`src/rtl/instruction_fetch_unit_if.sv`:
```
// Fetch-unit bus: program-memory address/data, decoder handshake and redirect inputs.
// FETCH_PERF_COUNT_EN adds the fetch_count / flush_count performance outputs.
interface instruction_fetch_unit_if #(
   parameter int ADDR_W = 8,
   parameter int DATA_W = 16
);
   logic [ADDR_W-1:0] program_data_address;
   logic [DATA_W-1:0] program_data;
   logic [DATA_W-1:0] instr;
   logic [ADDR_W-1:0] instr_pc;
   logic              instr_valid;
   logic              instr_ready;
   logic              branch_valid;
   logic              branch_cond;
   logic [ADDR_W-1:0] branch_target;
   logic              alu_overflow;
   logic              halt;
   logic              branch_taken;
`ifdef FETCH_PERF_COUNT_EN
   logic [15:0]       fetch_count;
   logic [15:0]       flush_count;
`endif

   // instr is transferred on any rising edge where instr_valid and instr_ready are both high;
   // instr_valid never drops without a transfer except on a taken redirect (squash) or reset.
   modport slave (
`ifdef FETCH_PERF_COUNT_EN
      output fetch_count,
      output flush_count,
`endif
      output program_data_address,
      input  program_data,
      output instr,
      output instr_pc,
      output instr_valid,
      input  instr_ready,
      input  branch_valid,
      input  branch_cond,
      input  branch_target,
      input  alu_overflow,
      input  halt,
      output branch_taken
   );

   modport master (
`ifdef FETCH_PERF_COUNT_EN
      input  fetch_count,
      input  flush_count,
`endif
      input  program_data_address,
      output program_data,
      input  instr,
      input  instr_pc,
      input  instr_valid,
      output instr_ready,
      output branch_valid,
      output branch_cond,
      output branch_target,
      output alu_overflow,
      output halt,
      input  branch_taken
   );
endinterface

```
`src/rtl/instruction_fetch_unit.sv`:
```
// Program counter and fetch sequencer feeding a decoder over valid/ready, with JUMP/JUMP_OV redirects.
// Optional macro FETCH_PERF_COUNT_EN enables saturating fetch/flush counters.
module instruction_fetch_unit #(
   parameter int                ADDR_W   = 8,
   parameter int                DATA_W   = 16,
   parameter logic [ADDR_W-1:0] RESET_PC = '0
) (
   input  logic                      clk,
   input  logic                      reset,
   instruction_fetch_unit_if.slave   bus,
   output logic [1:0]                o_dbg_state
);
   typedef enum logic [1:0] {
      ST_FILL   = 2'd0,
      ST_RUN    = 2'd1,
      ST_HALTED = 2'd2
   } state_t;

   state_t            r_state;
   logic [ADDR_W-1:0] r_pc;
   logic [DATA_W-1:0] r_instr;
   logic [ADDR_W-1:0] r_instr_pc;
   logic              r_instr_valid;
   logic              r_branch_taken;

   logic w_take;
   logic w_accept;

   assign w_take   = bus.branch_valid & (~bus.branch_cond | bus.alu_overflow);
   assign w_accept = r_instr_valid & bus.instr_ready;

   // The memory address is the pc register itself so redirect inputs never reach it combinationally.
   assign bus.program_data_address = r_pc;
   assign bus.instr                = r_instr;
   assign bus.instr_pc             = r_instr_pc;
   assign bus.instr_valid          = r_instr_valid;
   assign bus.branch_taken         = r_branch_taken;
   assign o_dbg_state              = r_state;

   always_ff @(posedge clk or posedge reset) begin
      if (reset) begin
         r_state        <= ST_FILL;
         r_pc           <= RESET_PC;
         r_instr        <= '0;
         r_instr_pc     <= '0;
         r_instr_valid  <= 1'b0;
         r_branch_taken <= 1'b0;
      end else begin
         r_branch_taken <= 1'b0;
         case (r_state)
            // Memory has not yet sampled RESET_PC, so nothing is captured here.
            ST_FILL: begin
               r_state <= ST_RUN;
               if (w_take) begin
                  r_pc           <= bus.branch_target;
                  r_branch_taken <= 1'b1;
               end
            end
            ST_RUN: begin
               if (w_take) begin
                  r_pc           <= bus.branch_target;
                  r_instr_valid  <= 1'b0;
                  r_branch_taken <= 1'b1;
               end else if (bus.halt) begin
                  r_state <= ST_HALTED;
                  if (w_accept) r_instr_valid <= 1'b0;
               end else if (~r_instr_valid | bus.instr_ready) begin
                  r_instr       <= bus.program_data;
                  r_instr_pc    <= r_pc;
                  r_pc          <= r_pc + ADDR_W'(1);
                  r_instr_valid <= 1'b1;
               end
            end
            ST_HALTED: begin
               if (w_take) begin
                  r_pc           <= bus.branch_target;
                  r_instr_valid  <= 1'b0;
                  r_branch_taken <= 1'b1;
               end else begin
                  if (w_accept) r_instr_valid <= 1'b0;
                  if (!bus.halt) r_state <= ST_RUN;
               end
            end
            default: r_state <= ST_FILL;
         endcase
      end
   end

`ifdef FETCH_PERF_COUNT_EN
   logic [15:0] r_fetch_count;
   logic [15:0] r_flush_count;

   // A redirect is applied in every state whenever take is high, so take alone drives flush_count.
   always_ff @(posedge clk or posedge reset) begin
      if (reset) begin
         r_fetch_count <= '0;
         r_flush_count <= '0;
      end else begin
         if (w_accept && (r_fetch_count != 16'hFFFF)) r_fetch_count <= r_fetch_count + 16'd1;
         if (w_take && (r_flush_count != 16'hFFFF))   r_flush_count <= r_flush_count + 16'd1;
      end
   end

   assign bus.fetch_count = r_fetch_count;
   assign bus.flush_count = r_flush_count;
`endif
endmodule

```
`src/flat_wrapper.sv`:
```
// flat-port wrapper written by rule: the top's interface ports become plain ports
module instruction_fetch_unit_flat 
#(
   parameter int                ADDR_W   = 8,
   parameter int                DATA_W   = 16,
   parameter logic [ADDR_W-1:0] RESET_PC = '0
)
  (clk, reset, o_dbg_state, bus_program_data_address, bus_program_data, bus_instr, bus_instr_pc, bus_instr_valid, bus_instr_ready, bus_branch_valid, bus_branch_cond, bus_branch_target, bus_alu_overflow, bus_halt, bus_branch_taken);
  instruction_fetch_unit_if #(.ADDR_W(ADDR_W), .DATA_W(DATA_W)) bus_i ();
  input  logic clk;
  input  logic reset;
  output logic [1:0] o_dbg_state;
  output wire logic [$bits(bus_i.program_data_address)-1:0] bus_program_data_address;
  input wire logic [$bits(bus_i.program_data)-1:0] bus_program_data;
  output wire logic [$bits(bus_i.instr)-1:0] bus_instr;
  output wire logic [$bits(bus_i.instr_pc)-1:0] bus_instr_pc;
  output wire logic [$bits(bus_i.instr_valid)-1:0] bus_instr_valid;
  input wire logic [$bits(bus_i.instr_ready)-1:0] bus_instr_ready;
  input wire logic [$bits(bus_i.branch_valid)-1:0] bus_branch_valid;
  input wire logic [$bits(bus_i.branch_cond)-1:0] bus_branch_cond;
  input wire logic [$bits(bus_i.branch_target)-1:0] bus_branch_target;
  input wire logic [$bits(bus_i.alu_overflow)-1:0] bus_alu_overflow;
  input wire logic [$bits(bus_i.halt)-1:0] bus_halt;
  output wire logic [$bits(bus_i.branch_taken)-1:0] bus_branch_taken;
  assign bus_program_data_address = bus_i.program_data_address;
  assign bus_i.program_data = bus_program_data;
  assign bus_instr = bus_i.instr;
  assign bus_instr_pc = bus_i.instr_pc;
  assign bus_instr_valid = bus_i.instr_valid;
  assign bus_i.instr_ready = bus_instr_ready;
  assign bus_i.branch_valid = bus_branch_valid;
  assign bus_i.branch_cond = bus_branch_cond;
  assign bus_i.branch_target = bus_branch_target;
  assign bus_i.alu_overflow = bus_alu_overflow;
  assign bus_i.halt = bus_halt;
  assign bus_branch_taken = bus_i.branch_taken;
  instruction_fetch_unit #(.ADDR_W(ADDR_W), .DATA_W(DATA_W), .RESET_PC(RESET_PC)) u_core (.clk(clk), .reset(reset), .bus(bus_i), .o_dbg_state(o_dbg_state));
endmodule
```
`config.mk`:
```
export PLATFORM = sky130hd
export DESIGN_NAME = instruction_fetch_unit_flat
export DESIGN_NICKNAME = d
export VERILOG_FILES = /design/src/rtl/instruction_fetch_unit_if.sv /design/src/rtl/instruction_fetch_unit.sv /design/src/flat_wrapper.sv
export SDC_FILE = /design/constraint.sdc
export NUM_CORES = 1
export LEC_CHECK = 0
export CORE_ASPECT_RATIO = 0.75
export CORE_MARGIN = 2
export CORE_UTILIZATION = 39
export CTS_BUF_LIST = sky130_fd_sc_hd__clkbuf_8
export DETAILED_ROUTE_END_ITERATION = 8
export MAX_ROUTING_LAYER = met4
export PLACE_DENSITY = 0.78
export SETUP_SLACK_MARGIN = 0.1
export SLEW_MARGIN = 20
export SYNTH_ARGS = -nofsm -noshare
export SYNTH_HDL_FRONTEND = slang
export SYNTH_SLANG_ARGS = --single-unit
```
`constraint.sdc`:
```
create_clock -name clk -period 2.1 [get_ports clk]
set_input_delay 0.42 -clock clk [delete_from_list [all_inputs] [get_ports clk]]
set_output_delay 0.42 -clock clk [all_outputs]
set_load 0.03 [all_outputs]
```
==> results_slide.txt, run 1 <==
Physical Implementation Snapshot

Synth
  – Syn nets: 178
  – Syn avg cell area: 12.5 um2
  – Area fraction in mux cells: 19.4%
  – XOR/XNOR Area Share: 0%
  – Yosys warning tally: 0
  – Post-synth area from yosys stat: 1760 um2
  – Area leader, netlist: dfrtp_1
  – Mapped Cells: 141
  – Top cells, area: dfrtp_1, mux2_1, ha_1, mux2_2, a211oi_1
  – EDFF count, synth: 0
  – Yosys adder share: 4.26%
  – Cell Area, Synth: 1760 um2
  – Number of cells in Yosys stat: 141
  – Synth Seq Share: 51.1%
  – Main logic family: multiplexers

Floorplanning
  – Die W: 81.7 um
  – Die height: 62.2 um
  – I/O pin total: 67
  – Die Footprint: 5080 um2

CTS
  – Hold_buf cts: 0
  – Num CTS Buffers: 5
  – Clock Path Buffers: 2
  – Clock Latency Late Sink: 280 ps
  – H-tree Lvls: 2

Global route
  – Vias in the first global route: 1324
  – Largest net degree at the start of global routing: 25
  – First-pass GRT wire length: 6.13 mm

Worst setup path
  – Largest delay share family, worst path: buffers and inverters
  – Worst path buffer plus inverter count: 1
  – Worst R2R Setup Slack: 210 ps
  – Crit Path Category: flip-flop to output port
  – Critical R2R Capture: u_core.bus.program_data_address[0]$_DFFE_PP0P_
  – Setup crit end kind: output port
  – Reg-to-reg startpoint: u_core.o_dbg_state[1]$_DFFE_PP0P_
  – Highest cell delay on the worst timing path: 730 ps
  – Worst path slowest cell: clkdlybuf4s50_1

Timing
  – Worst setup margin: 171 ps
  – Cycle use final: 91.8%
  – Final hold viol count: 0
  – Unrepaired setup endpoints after global routing: no
  – Setup TNS: 0 ps
  – Final Max Slew Viols: 0
  – Final hold slack: 470 ps
  – Slew Limit Headroom: 66.6%

Routing
  – Routed Antenna Nets: 0
  – Vias/cell: 4.97
  – Drt total wl: 3.81 mm
  – Metal2 WL: 1.73 mm
  – Initial DRC Count: 40

Placed design
  – Gpl congestion: 0.825
  – IO Port Bufs: 66

Final layout
  – Synthesis-to-finish area growth: 52.3%
  – # nets final: 257
  – Top cells excl fill/tap: clkdlybuf4s50_1, dfrtp_1, mux2_1, buf_4
  – Max reg flops: 16
  – Top cell excl fill/tap: clkdlybuf4s50_1
  – Fraction of layout cells with a size suffix above 1: 15.4%

Run
  – Max-Cap Viols: 0

Power
  – Main power group: combinational logic
  – VDD IR max: 0.00112 V
  – Switch share: 41.1%
  – Leak: 1.13 nW
  – Pwr/cell area: 1680 nW/um2
  – Comb pwr share: 56.1%
  – Design Power: 4.51 mW
  – Sequential Power: 1.32 mW
  – Combinational power: 2.53 mW

Status
  – Status: complete, no violations

Worst hold path
  – Hold Path Class: input pin to asynchronous set/reset pin
## run 1: repair_timing
| item | in CTS | in global routing |
|---|---|---|
| setup endpoints to repair | 0 | 2 |
| gates resized | 0 | 1 |
| buffers inserted | 0 | 2 |
## run 1: final cells by class
class	count	area, um2
Fill cell	375	1730
Tap cell	57	71.3
Timing Repair Buffer	78	763
Clock inverter	1	30.0
Clock buffer	7	96.3
Multi-Input combinational cell	92	797
Sequential cell	36	902
Inverter	7	26.3
## run 1: stage by stage
| step | utilization, % | area [um2] | instances |
|---|---|---|---|
| after floorplan | - | 1770 | 141 |
| after global placement | 57.5 | 2540 | 268 |
| after detailed placement | 57.5 | 2540 | 268 |
| after CTS | 60.4 | 2670 | 276 |
| after global routing | 60.9 | 2690 | 278 |
| final | 60.9 | 2690 | 278 |
## run 1: cell usage after synthesis (2+ instances only)
cell,instances
a211oi_1,7
a2bb2oi_1,6
buf_4,2
buf_6,2
dfrtp_1,36
ha_1,6
inv_1,7
mux2_1,20
mux2_2,6
mux2i_1,5
nand2_1,7
nand3_1,2
nand4_1,3
nor2_1,7
nor4b_1,2
o21ai_0,3
or2_2,2
## run 1: worst max path at each step
stage	startpoint	endpoint	slack, ps	depth (start not counted)
2_1_floorplan	u_core.o_dbg_state[1]$_DFFE_PP0P_	u_core.bus.program_data_address[3]$_DFFE_PP0P_	150	7
3_3_place_gp	bus_alu_overflow	u_core.bus.instr[15]$_DFFE_PP0P_	50	6
3_5_place_dp	bus_branch_cond	u_core.bus.instr[15]$_DFFE_PP0P_	40	6
4_1_cts	u_core.bus.program_data_address[4]$_DFFE_PP0P_	bus_program_data_address[4]	170	1
5_1_grt	u_core.bus.program_data_address[0]$_DFFE_PP0P_	bus_program_data_address[0]	90	1
6_report	u_core.bus.program_data_address[0]$_DFFE_PP0P_	bus_program_data_address[0]	170	1
Fig. 1: run 1, wiring heat map
Bar = 20 um. The die is cut into 16 by 12 equal tiles; dark blue is low, red is high, scaled to the fullest tile. Values are wire area over tile area, all layers added.
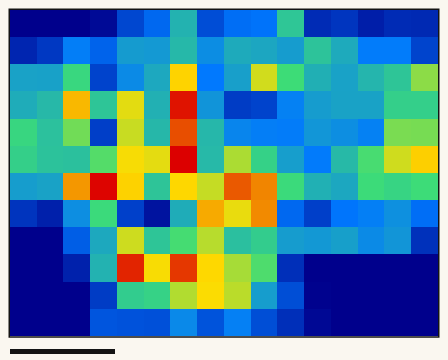
densest ninth of the die: center
nearly empty tiles: 15%
tiles over half the peak: 22%
fullest tile: 0.35
vias: 1381
gr usage total: 16.2%
drt wl/cell: 13.7 um

Fig. 2: run 1, track usage over the die
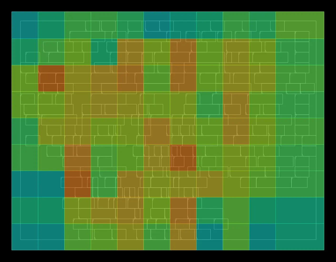
end-of-flow core utilization: 60.9%
grt met2 use: 22.0%
met3 Use GR: 5.38%
grt peak-use layer: met1
met1 Track Usage GR: 22.8%

Fig. 3: run 1, local utilization
Bar = 20 um. The die is cut into 8 by 6 equal tiles; dark blue is low, red is high, 0 to 100% covered.
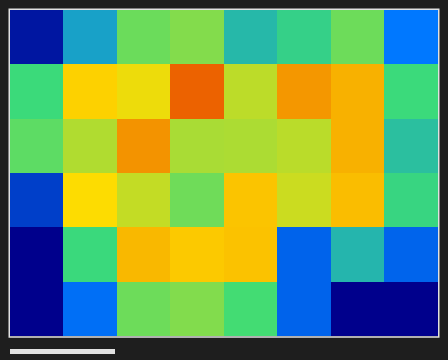
mean over tiles: 51%
nearly empty tiles: 8.3%
fullest tile: 89%
tiles over 75% full: 23%
Core ar.: 4410 um2
Pre-Place Util: 40.0%

Fig. 4: run 1, placed cells, one color a class
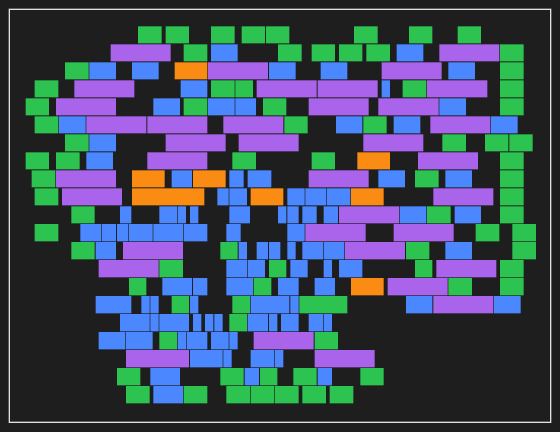
| class | color | cells | share of their area |
|---|---|---|---|
| combinational and other logic | blue | 99 | 31% |
| clock drivers and dummy loads | orange | 8 | 4.8% |
| other buffers and delay cells | green | 78 | 29% |
| flops | purple | 36 | 34% |
cell area after layout: 2690 um2
# rows: 21
sequential share of cell area: 33.6%

Fig. 5: run 1, drive-strength map
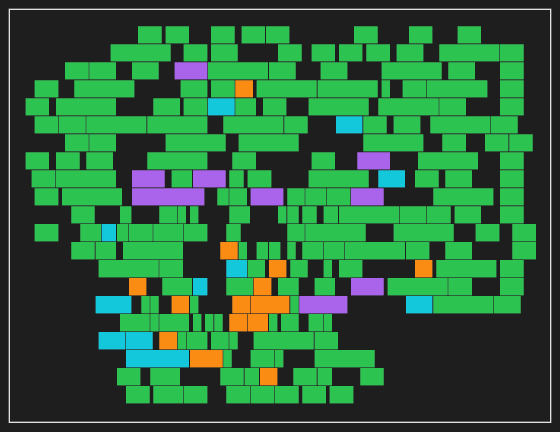

## Run 2: what changed since run 1
--- a/config.mk
+++ b/config.mk
@@ -6,7 +6,7 @@
 export NUM_CORES = 1
 export LEC_CHECK = 0
 export CORE_ASPECT_RATIO = 0.75
-export CORE_MARGIN = 2
+export CORE_MARGIN = 1.5
 export CORE_UTILIZATION = 39
 export CTS_BUF_LIST = sky130_fd_sc_hd__clkbuf_8
 export DETAILED_ROUTE_END_ITERATION = 8
==> constraint.sdc (replaced) <==
create_clock -name clk -period 2.15 [get_ports clk]
set_input_delay 0.43 -clock clk [delete_from_list [all_inputs] [get_ports clk]]
set_output_delay 0.43 -clock clk [all_outputs]
set_load 0.03 [all_outputs]
Fig. 6: run 2, drive-strength map
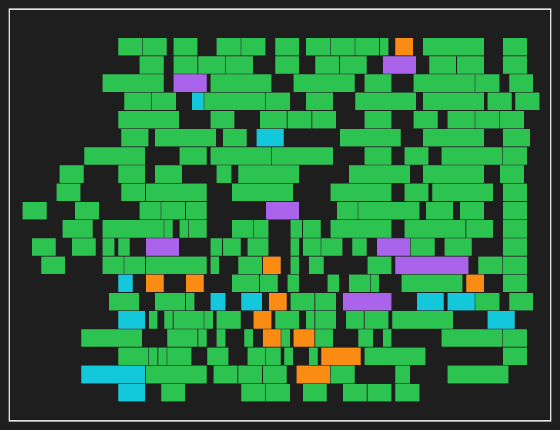
| size | color | cells | most used |
|---|---|---|---|
| _3 and _4 cells | orange | 11 | buf_4 |
| _6 and larger | purple | 7 | clkbuf_8 |
| _2 cells | cyan | 11 | mux2_2 |
| _0 and _1 cells | green | 188 | clkdlybuf4s50_1 |
cell area after layout: 2630 um2
worst setup margin: 196 ps
synthesis-to-finish area growth: 49.2%
nonclk buf count: 74

Fig. 7: run 2, wiring heat map
Bar = 20 um. The die is cut into 16 by 12 equal tiles; dark blue is low, red is high, scaled to the fullest tile. Values are wire area over tile area, all layers added.
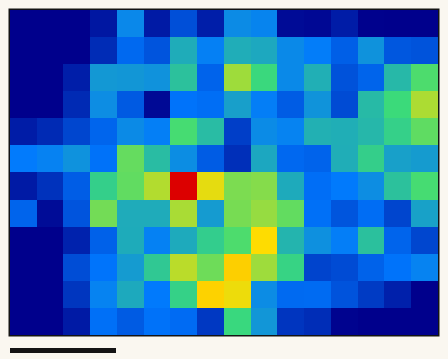
tiles over half the peak: 14%
mean over tiles: 0.13
fullest tile: 0.47
nearly empty tiles: 15%
emptiest ninth of the die: north-west

==> results_slide.txt, run 2 <==
Physical Implementation Snapshot

Status
  – Status: complete, no violations (unchanged)

Timing
  – Final hold slack: 488 ps (was 470 ps)
  – Unrepaired setup endpoints after global routing: no (unchanged)
  – Final Max Slew Viols: 0 (unchanged)
  – Slew Limit Headroom: 68.1% (was 66.6%)
  – Cycle use final: 90.9%
  – Final hold viol count: 0 (unchanged)
  – Setup TNS: 0 ps (unchanged)

Synth
  – XOR/XNOR Area Share: 0% (unchanged)
  – EDFF count, synth: 0 (unchanged)
  – Yosys adder share: 4.26% (unchanged)
  – Syn nets: 178 (unchanged)
  – Yosys warning tally: 0 (unchanged)
  – Area fraction in mux cells: 19.4% (unchanged)
  – Most numerous cell in the Yosys netlist: dfrtp_1 (unchanged)
  – Cell Area, Synth: 1760 um2 (unchanged)
  – Synth Seq Share: 51.1% (unchanged)
  – Area leader, netlist: dfrtp_1 (unchanged)
  – Mapped Cells: 141 (unchanged)
  – Top cells by count: dfrtp_1, mux2_1 (unchanged)
  – Number of cells in Yosys stat: 141 (unchanged)
  – Syn avg cell area: 12.5 um2 (unchanged)
  – Post-synth area from yosys stat: 1760 um2 (unchanged)
  – Main logic family: multiplexers (unchanged)

CTS
  – Num CTS Buffers: 5 (unchanged)
  – Root buffer cell: clkbuf_8 (unchanged)
  – Clock Latency Late Sink: 290 ps (was 280 ps)
  – Total setup buffers inserted after CTS: 0 (unchanged)
  – Clock Path Buffers: 2 (unchanged)
  – H-tree Lvls: 2 (unchanged)
  – Hold_buf cts: 0 (unchanged)
  – CTS resizes: 0 (unchanged)
  – TritonCTS clock tree: yes (unchanged)
  – Clock sink total: 36 (unchanged)

Power
  – Switch share: 42.3% (was 41.1%)
  – VDD IR max: 0.000984 V (was 0.00112 V)
  – Pwr/cell area: 1650 nW/um2 (was 1680 nW/um2)
  – Comb pwr share: 56.7% (was 56.1%)
  – Leak: 1.10 nW (was 1.13 nW)

Worst setup path
  – Setup crit end kind: output port (unchanged)
  – Worst path slowest cell: clkdlybuf4s50_1 (unchanged)
  – Crit path to: bus_program_data_address[0] (unchanged)
  – CP startpoint: u_core.bus.program_data_address[0]$_DFFE_PP0P_ (unchanged)
  – Critical R2R Capture: u_core.bus.program_data_address[0]$_DFFE_PP0P_ (unchanged)
  – Worst R2R Setup Slack: 240 ps (was 210 ps)
  – Crit. path cell count: 1 (unchanged)
  – Worst path buffer plus inverter count: 1 (unchanged)
  – Largest delay share family, worst path: buffers and inverters (unchanged)
  – Highest cell delay on the worst timing path: 730 ps (about the same)
  – Crit Path Category: flip-flop to output port (unchanged)
  – CP Max Fanout: 8 (unchanged)

Floorplanning
  – # rows: 20 (was 21)
  – Die height: 61.2 um (was 62.2 um)
  – I/O pin total: 67 (unchanged)
  – Pre-Place Util: 42.0% (was 40.0%)
  – Die Footprint: 4940 um2 (was 5080 um2)
  – Die W: 80.7 um (was 81.7 um)
  – Core ar.: 4200 um2 (was 4410 um2)

Routing
  – Vias/cell: 5.03 (was 4.97)
  – Drt wl/cell: 14.3 um (was 13.7 um)
  – Routed Antenna Nets: 0 (unchanged)
  – Initial DRC Count: 40 (unchanged)
  – Vias: 1368 (was 1381)
  – Drt total wl: 3.89 mm (was 3.81 mm)

Placed design
  – IO Port Bufs: 66 (unchanged)
  – Gpl congestion: 0.802 (was 0.825)

Final layout
  – Max reg flops: 16 (unchanged)
  – # nets final: 253 (was 257)
  – Top cell excl fill/tap: clkdlybuf4s50_1 (unchanged)
  – Fraction of layout cells with a size suffix above 1: 13.4% (was 15.4%)
  – Top cells excl fill/tap: clkdlybuf4s50_1, dfrtp_1, mux2_1 (was clkdlybuf4s50_1, dfrtp_1, mux2_1, buf_4)

Worst hold path
  – Min-delay src: u_core.bus.instr[2]$_DFFE_PP0P_
  – Hold Path Class: flip-flop to flip-flop (was input pin to asynchronous set/reset pin)

Global route
  – Largest net degree at the start of global routing: 37 (was 25)
  – First-pass GRT wire length: 6.26 mm (was 6.13 mm)
  – Vias in the first global route: 1355 (was 1324)

Run
  – Max-Cap Viols: 0 (unchanged)
[run 2: cell types whose count changed in the layout (fill, tap and decap cells not counted)]
cell | previous run | this run
nor4b_2 | 1 | 0
nor4b_1 | 1 | 2
clkinvlp_4 | 0 | 1
clkinv_2 | 0 | 1
buf_4 | 11 | 7
clkbuf_8 | 7 | 5
[run 2: power by group through the flow]
stage,clock [mW],combinational [mW],sequential [mW]
after floorplan,0,0.865,1.92
after global placement,0,2.43,1.28
after detailed placement,0,2.47,1.30
after CTS,0.599,2.48,1.29
after global routing,0.643,2.63,1.34
final,0.591,2.46,1.28
[run 2: routing by layer]
layer	track usage (%)	vias to the layer above	share of wire, %
li1	-	663	-
met1	23.1	645	48
met2	25.9	53	42
met3	6.52	7	8.2
met4	6.65	0	1.4
met5	-	-	0
[run 2: cells by family after synthesis]
logic type,Yosys count
DFF,36
muxes,31
and+or+nand+nor,31
AOI/OAI and AO/OA,24
buffers and inverters,13
adders and majority gates,6
[run 2: cell type report]
class / count / area (um2) / share of cell area, %
Sequential cell: 36 / 902 / 34.3
Multi-Input combinational cell: 92 / 791 / 30.0
Timing Repair Buffer: 74 / 733 / 27.9
Clock buffer: 5 / 68.8 / 2.61
Tap cell: 55 / 68.8 / 2.61
Clock inverter: 3 / 42.5 / 1.62
Inverter: 7 / 26.3 / 0.998
[run 2: through the flow]
step	instances	power (mW)	setup slack [ps]	cell area, um2	util [%]
floorplan	141	2.78	125	1760	-
global placement	264	3.71	82.6	2520	59.9
detailed placement	264	3.77	33.8	2520	59.9
CTS	272	4.37	148	2630	62.6
global route	272	4.61	109	2630	62.6
finish	272	4.33	196	2630	62.6
Power is estimated from default activity; no workload was simulated.
